Figure 1. Metal 1 (run 1).
Bar = 50 um. Cells faint in the background.
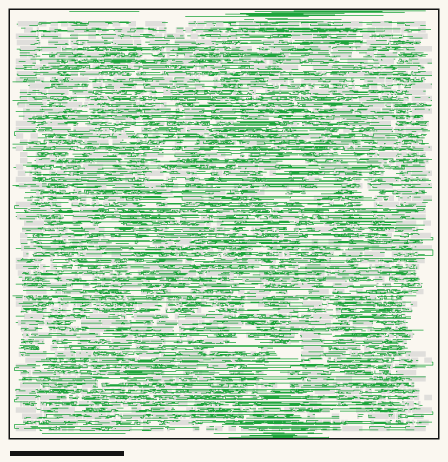
Figure 2. Signal wires on met2 (run 1).
Bar = 50 um. Cells faint in the background.
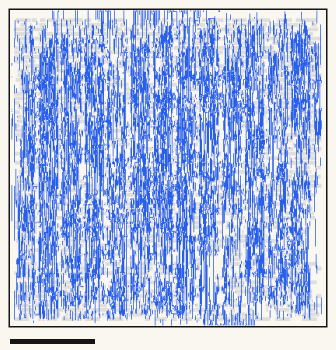
Figure 3. The metal 3 layer (run 1).
Bar = 50 um. Cells faint in the background.
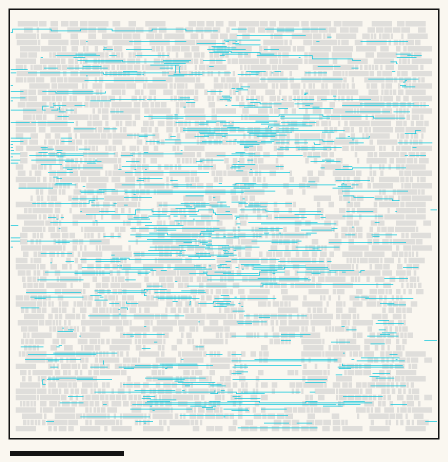
Figure 4. M4 wires (run 1).
Bar = 50 um.
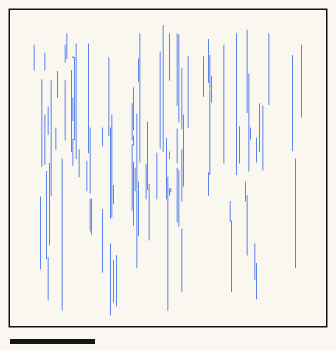
File: config.mk
export PLATFORM = sky130hd
export DESIGN_NAME = muldiv_unit
export DESIGN_NICKNAME = d
export VERILOG_FILES = /design/src/rtl/muldiv_unit.sv
export SDC_FILE = /design/constraint.sdc
export NUM_CORES = 1
export LEC_CHECK = 0
export CORE_MARGIN = 2
export CORE_UTILIZATION = 60
export DETAILED_ROUTE_END_ITERATION = 7
export PLACE_DENSITY = 0.76
export SYNTH_ARGS = -nofsm -noshare
export SYNTH_HDL_FRONTEND = slang
export SYNTH_SLANG_ARGS = --single-unit
File: constraint.sdc
create_clock -name clk -period 4.2 [get_ports clk]
set_clock_uncertainty 0.15 [all_clocks]
set_input_delay 0.42 -clock clk [delete_from_list [all_inputs] [get_ports clk]]
set_output_delay 0.42 -clock clk [all_outputs]
set_load 0.005 [all_outputs]
File: src/rtl/muldiv_unit.sv
// Iterative radix-2 RV32M multiply/divide unit: one product or quotient bit per cycle,
// then a sign-fix cycle. Divide-by-zero and signed overflow bypass the iteration.
module muldiv_unit #(
   parameter int unsigned DATA_WIDTH    = 32,
   parameter int unsigned ADDRESS_WIDTH = 5
) (
   input  logic                     clk,
   input  logic                     rst_n,
   input  logic                     start_i,
   input  logic                     flush_i,
   input  logic [2:0]               op_i,
   input  logic [DATA_WIDTH-1:0]    src_a_i,
   input  logic [DATA_WIDTH-1:0]    src_b_i,
   input  logic [ADDRESS_WIDTH-1:0] rd_i,
   output logic                     busy_o,
   output logic                     done_o,
   output logic [DATA_WIDTH-1:0]    result_o,
   output logic [ADDRESS_WIDTH-1:0] rd_o
);

   localparam int unsigned DW = DATA_WIDTH;
   localparam int unsigned CW = $clog2(DATA_WIDTH);
   localparam logic [DW-1:0] SMIN = {1'b1, {(DW-1){1'b0}}};
   localparam logic [CW-1:0] LAST = CW'(DW - 1);

   localparam logic [2:0] OP_MULH   = 3'b001;
   localparam logic [2:0] OP_MULHSU = 3'b010;
   localparam logic [2:0] OP_DIV    = 3'b100;
   localparam logic [2:0] OP_REM    = 3'b110;

   typedef enum logic [2:0] {
      S_IDLE,
      S_MUL,
      S_DIV,
      S_FIX,
      S_DONE
   } state_t;

   state_t                   state_q;
   logic [2:0]               op_q;
   logic [ADDRESS_WIDTH-1:0] rd_q;
   logic                     neg_q;
   logic [CW-1:0]            cnt_q;
   logic [DW-1:0]            a_q;
   logic [DW-1:0]            b_q;
   logic [2*DW-1:0]          acc_q;
   logic [DW-1:0]            quo_q;
   logic [DW:0]              rem_q;
   logic [DW-1:0]            res_q;
   logic                     busy_q;
   logic                     done_q;
   logic [DW-1:0]            result_q;
   logic [ADDRESS_WIDTH-1:0] rd_out_q;

   // Acceptance-time decode: operand magnitudes, result sign, fast-path detection.
   logic          a_signed;
   logic          b_signed;
   logic          a_neg;
   logic          b_neg;
   logic          neg_d;
   logic [DW-1:0] a_mag_d;
   logic [DW-1:0] b_mag_d;
   logic          div_zero;
   logic          div_ovf;
   logic [DW-1:0] fast_res_d;

   always_comb begin
      a_signed = 1'b0;
      b_signed = 1'b0;
      case (op_i)
         OP_MULH:        begin a_signed = 1'b1; b_signed = 1'b1; end
         OP_MULHSU:      a_signed = 1'b1;
         OP_DIV, OP_REM: begin a_signed = 1'b1; b_signed = 1'b1; end
         default:        ;
      endcase
      a_neg   = a_signed & src_a_i[DW-1];
      b_neg   = b_signed & src_b_i[DW-1];
      a_mag_d = a_neg ? -src_a_i : src_a_i;
      b_mag_d = b_neg ? -src_b_i : src_b_i;
      neg_d   = (op_i == OP_REM || op_i == OP_MULHSU) ? a_neg : (a_neg ^ b_neg);

      div_zero = op_i[2] && (src_b_i == '0);
      div_ovf  = (op_i == OP_DIV || op_i == OP_REM) && (src_a_i == SMIN) && (src_b_i == '1);
      fast_res_d = '0;
      if (div_zero) begin
         fast_res_d = op_i[1] ? src_a_i : '1;
      end else if (div_ovf) begin
         fast_res_d = op_i[1] ? '0 : SMIN;
      end
   end

   // Shift-add: the multiplier sits in the low half of the accumulator and is
   // consumed LSB first while the partial sum grows into the high half.
   logic [DW:0]     mul_sum;
   logic [2*DW-1:0] acc_d;
   assign mul_sum = {1'b0, acc_q[2*DW-1:DW]} + (acc_q[0] ? {1'b0, a_q} : '0);
   assign acc_d   = {mul_sum, acc_q[DW-1:1]};

   // Restoring division: one extra guard bit above the remainder register gives
   // the borrow that decides whether the trial subtraction is kept.
   logic [DW+1:0] div_diff;
   logic          div_ok;
   assign div_diff = {rem_q, quo_q[DW-1]} - {2'b00, b_q};
   assign div_ok   = ~div_diff[DW+1];

   logic [2*DW-1:0] prod_fix;
   logic [DW-1:0]   quo_fix;
   logic [DW-1:0]   rem_fix;
   logic [DW-1:0]   fix_res;
   assign prod_fix = neg_q ? -acc_q : acc_q;
   assign quo_fix  = neg_q ? -quo_q : quo_q;
   assign rem_fix  = neg_q ? -rem_q[DW-1:0] : rem_q[DW-1:0];
   assign fix_res  = op_q[2] ? (op_q[1] ? rem_fix : quo_fix)
                             : ((op_q[1:0] == 2'b00) ? prod_fix[DW-1:0] : prod_fix[2*DW-1:DW]);

   always_ff @(posedge clk or negedge rst_n) begin
      if (!rst_n) begin
         state_q  <= S_IDLE;
         op_q     <= '0;
         rd_q     <= '0;
         neg_q    <= 1'b0;
         cnt_q    <= '0;
         a_q      <= '0;
         b_q      <= '0;
         acc_q    <= '0;
         quo_q    <= '0;
         rem_q    <= '0;
         res_q    <= '0;
         busy_q   <= 1'b0;
         done_q   <= 1'b0;
         result_q <= '0;
         rd_out_q <= '0;
      end else begin
         done_q <= 1'b0;
         if (flush_i && state_q != S_IDLE) begin
            state_q <= S_IDLE;
            busy_q  <= 1'b0;
            cnt_q   <= '0;
         end else begin
            case (state_q)
               S_IDLE: begin
                  if (start_i && !flush_i) begin
                     op_q   <= op_i;
                     rd_q   <= rd_i;
                     neg_q  <= neg_d;
                     cnt_q  <= '0;
                     a_q    <= a_mag_d;
                     b_q    <= b_mag_d;
                     acc_q  <= {{DW{1'b0}}, b_mag_d};
                     quo_q  <= a_mag_d;
                     rem_q  <= '0;
                     busy_q <= 1'b1;
                     if (div_zero || div_ovf) begin
                        res_q   <= fast_res_d;
                        state_q <= S_DONE;
                     end else begin
                        state_q <= op_i[2] ? S_DIV : S_MUL;
                     end
                  end
               end
               S_MUL: begin
                  acc_q <= acc_d;
                  cnt_q <= cnt_q + 1'b1;
                  if (cnt_q == LAST) begin
                     state_q <= S_FIX;
                  end
               end
               S_DIV: begin
                  rem_q <= div_ok ? div_diff[DW:0] : {rem_q[DW-1:0], quo_q[DW-1]};
                  quo_q <= {quo_q[DW-2:0], div_ok};
                  cnt_q <= cnt_q + 1'b1;
                  if (cnt_q == LAST) begin
                     state_q <= S_FIX;
                  end
               end
               S_FIX: begin
                  res_q   <= fix_res;
                  state_q <= S_DONE;
               end
               S_DONE: begin
                  result_q <= res_q;
                  rd_out_q <= rd_q;
                  done_q   <= 1'b1;
                  busy_q   <= 1'b0;
                  cnt_q    <= '0;
                  state_q  <= S_IDLE;
               end
               default: begin
                  busy_q  <= 1'b0;
                  state_q <= S_IDLE;
               end
            endcase
         end
      end
   end

   assign busy_o   = busy_q;
   assign done_o   = done_q;
   assign result_o = result_q;
   assign rd_o     = rd_out_q;

endmodule

==> flow_summary.json, run 1 <==
{
  "status": "complete, no violations",
  "synthArstFlopShare_pct": 100,
  "cap_violations": 0,
  "n_all_inverters": 86,
  "yosys_cells": 2427,
  "top_area_cell": "dfrtp_1",
  "num-multi-input-gates": 1923,
  "fillers": 2603,
  "dominant_cells": "logic gates",
  "lay_top_count": "nand2_1",
  "ys_types": 76,
  "ant_nets": 0,
  "cts_root_buf": "clkbuf_16",
  "signal_buffers": 188,
  "grtUsageTotal_pct": 40.4,
  "r2r_start": "rem_q[23]",
  "io_pins": 115,
  "path_depth": 12,
  "finalMaxSlewViolations": 0,
  "cts_buffer_depth": 3,
  "seq-power_mw": 4.61,
  "startpoint_type": "flop",
  "yosys-top-cells-count": "nand2_1 (311), o21ai_0 (286), dfrtp_1 (281)",
  "clkbuf_count": 48,
  "hold_buffers": 1,
  "cp_cell_sequence": "ha_1, nand2_1, or3_1, nor4_2, o21a_1, a2111o_1, a21boi_1, xnor2_4, buf_12, buf_12, mux2i_1, o21ai_0",
  "antenna_found_initial": 0,
  "fp_util_pct": 61.4,
  "cpPeakStageDelay_ns": 0.58,
  "clock-sinks": 281,
  "htree_levels": 2,
  "clock_power_share_pct": 19.6,
  "taps": 442,
  "finish.utilization_pct": 70.7,
  "syn-instance-count": 2427,
  "avgRoutedWirePerCell_um": 24.1,
  "maxPowerGroup": "combinational logic",
  "drive_gt1_share_pct": 8.15,
  "hold_path_class": "in2reg",
  "rsz0062_at_grt": "no",
  "fin_total_pwr_mw": 15.7,
  "cpMaxStageDelayCell": "nor4_2",
  "yosysTopAreaCellShare_pct": 35.0,
  "clkCellAreaFrac_pct": 4.96
}
## Picture notes: Figure 1
- main direction: horizontal
- longest straight run: 86.0 um
- nets with wire on the layer: 2,514
- wire length on this layer: 30.3 mm
- share of all routed wire: 42%

## Picture notes: Figure 2
- nets with wire on the layer: 2,248
- longest straight run: 75.5 um

## Picture notes: Figure 3
- share of all routed wire: 9.6%
- longest straight run: 88.8 um
- wire length on this layer: 6,890 um
- nets with wire on the layer: 390
Routed WL: 71,800 um
M3 GR Usage: 7.19%

## Picture notes: Figure 4
- main direction: vertical
- share of all routed wire: 4.5%
Vias: 19,700

[run 1: tightest hold or removal path: cells and delay by family]
kind | cells | cell delay [ns]
buf+inv | 1 | 0.39
simple gates | 2 | 0.09
[run 1: logic make-up (layout without fill, tap and decap cells)]
logic type      Yosys count  in the layout  synth area share, %
simple gates            811            811                 19.1
compound gates          729            729                 22.5
fa+ha+maj                74             74                 4.69
buf+inv                 223            336                 4.23
mux                      84             84                 4.52
flops                   281            281                 35.0
xor+xnor                225            225                 9.85
[run 1: worst min-delay path by stage]
stage,end,cells after the start
6_report,rd_q[2],3
5_1_grt,rd_q[1],3
3_3_place_gp,a_q[17],2
3_5_place_dp,a_q[14],2
4_1_cts,rd_q[2],3
2_1_floorplan,a_q[0],0
Figure 5. Congestion heat map (run 1).
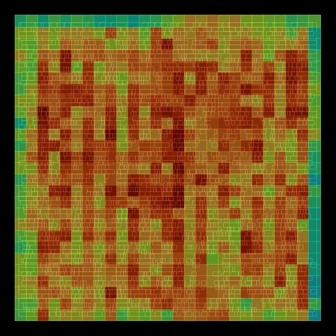

==> run 1 -> run 2 <==
--- a/config.mk
+++ b/config.mk
@@ -6,9 +6,9 @@
 export NUM_CORES = 1
 export LEC_CHECK = 0
 export CORE_MARGIN = 2
-export CORE_UTILIZATION = 60
+export CORE_UTILIZATION = 55
 export DETAILED_ROUTE_END_ITERATION = 7
-export PLACE_DENSITY = 0.76
+export PLACE_DENSITY = 0.73
 export SYNTH_ARGS = -nofsm -noshare
 export SYNTH_HDL_FRONTEND = slang
 export SYNTH_SLANG_ARGS = --single-unit
==> constraint.sdc (replaced) <==
create_clock -name clk -period 3.71 [get_ports clk]
set_clock_uncertainty 0.15 [all_clocks]
set_input_delay 0.371 -clock clk [delete_from_list [all_inputs] [get_ports clk]]
set_output_delay 0.371 -clock clk [all_outputs]
set_load 0.005 [all_outputs]
Figure 6. Congestion heat map (run 2).
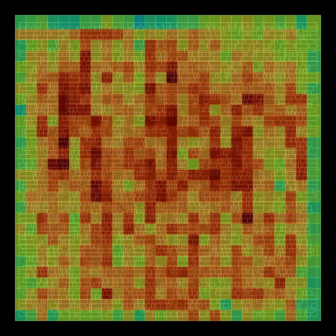
Core Util, Final: 66.8%
Routed wire per std cell: 23.8 um
M3 GR Usage: 7.20%
met1 Use GR: 53.5%
GRT Total Usage: 38.3%

Figure 7. Signal wires on met2 (run 2).
Bar = 50 um. Cells faint in the background.
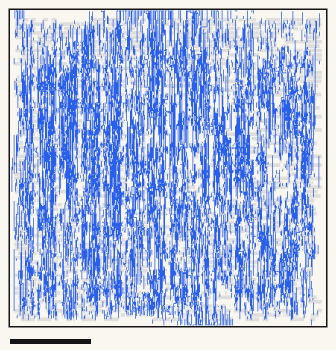
- share of all routed wire: 44%
- main direction: vertical
- longest straight run: 72.1 um
- wire length on this layer: 32.5 mm
- nets with wire on the layer: 2,292
Routed WL: 73,600 um
Vias: 19,800
met2 Use GR: 58.7%

==> run 2 against run 1 <==
  * The flow now finishes with violations (negative setup slack)
  * Combinational power is 21% higher
  * Clock-buffer cell count decreased by 1
  * Die area is 8.9% higher
  * Clock power up 5%
  * Synthesized cell count unchanged
  * Worst setup slack worse by 0.16 ns
  * Global-route usage decreased by 2.1 points
  * Via count grew 0.41%
  * Non-clock buffer count increased by 93
  * Largest power group unchanged
  * Total power increased by 15%
  * Core utilization decreased by 3.9 points
  * Sequential cell count did not move
==> flow_summary.json, run 2 <==
{
  "taps": 461,
  "cpPeakStageDelay_ns": 0.63,
  "cts_root_buf": "clkbuf_16",
  "yosys_cells": 2427,
  "synthArstFlopShare_pct": 100,
  "hold_path_class": "in2reg",
  "cts_buffer_depth": 3,
  "cp_cell_sequence": "or4_4, or4b_4, or4_4, or4b_4, o41ai_4, xor2_1, a221oi_2, o211ai_1, a31oi_1",
  "failed_checks": "negative setup slack",
  "ys_sh_simple_pct": 19.1,
  "setup_ws_ns": -0.0357,
  "startpoint_type": "flop",
  "signal_buffers": 281,
  "syn-instance-count": 2427,
  "antenna_found_initial": 0,
  "rsz0062_at_grt": "yes",
  "num-multi-input-gates": 1923,
  "synth-xor-area-share_pct": 9.85,
  "maxPowerGroup": "combinational logic",
  "setup_viol": 1,
  "yosys-top-cells-count": "nand2_1 (311), o21ai_0 (286), dfrtp_1 (281)",
  "yosysTopAreaCellShare_pct": 35.0,
  "clock_power_share_pct": 17.9,
  "clock-sinks": 281,
  "ys_types": 76,
  "status": "complete, but fails checks",
  "io_pins": 115,
  "cpMaxStageDelayCell": "or4b_4"
}
Figure 8. Metal 1 (run 2).
Bar = 50 um. Cells faint in the background.
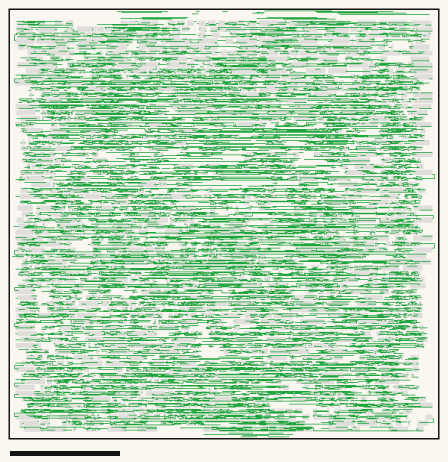

run 2: cell counts after synthesis:
Identical to the previous run, type by type.
run 2: worst paths after layout:
kind / endpoint / depth (start not counted)
max: res_q[29] / 9
max reg2reg: res_q[29] / 9
max in group asynchronous: res_q[14] / 4
min: rd_q[0] / 3
min reg2reg: rd_q[0] / 2
min in group asynchronous: rem_q[20] / 2
run 2: per-stage QoR:
stage | hold WS (ns) | utilization, % | setup WS (ns) | area [sq um]
3_3_place_gp | 0.287 | 63.5 | 0.0878 | 22700
2_1_floorplan | -0.0746 | - | 0.175 | 20100
6_report | 0.208 | 66.8 | -0.0357 | 23900
3_5_place_dp | 0.302 | 63.5 | -0.0253 | 22700
5_1_grt | 0.225 | 66.8 | -0.0752 | 23900
4_1_cts | 0.190 | 66.5 | 0.00874 | 23800
No activity file was given, so power comes from the tool's default toggle rates.
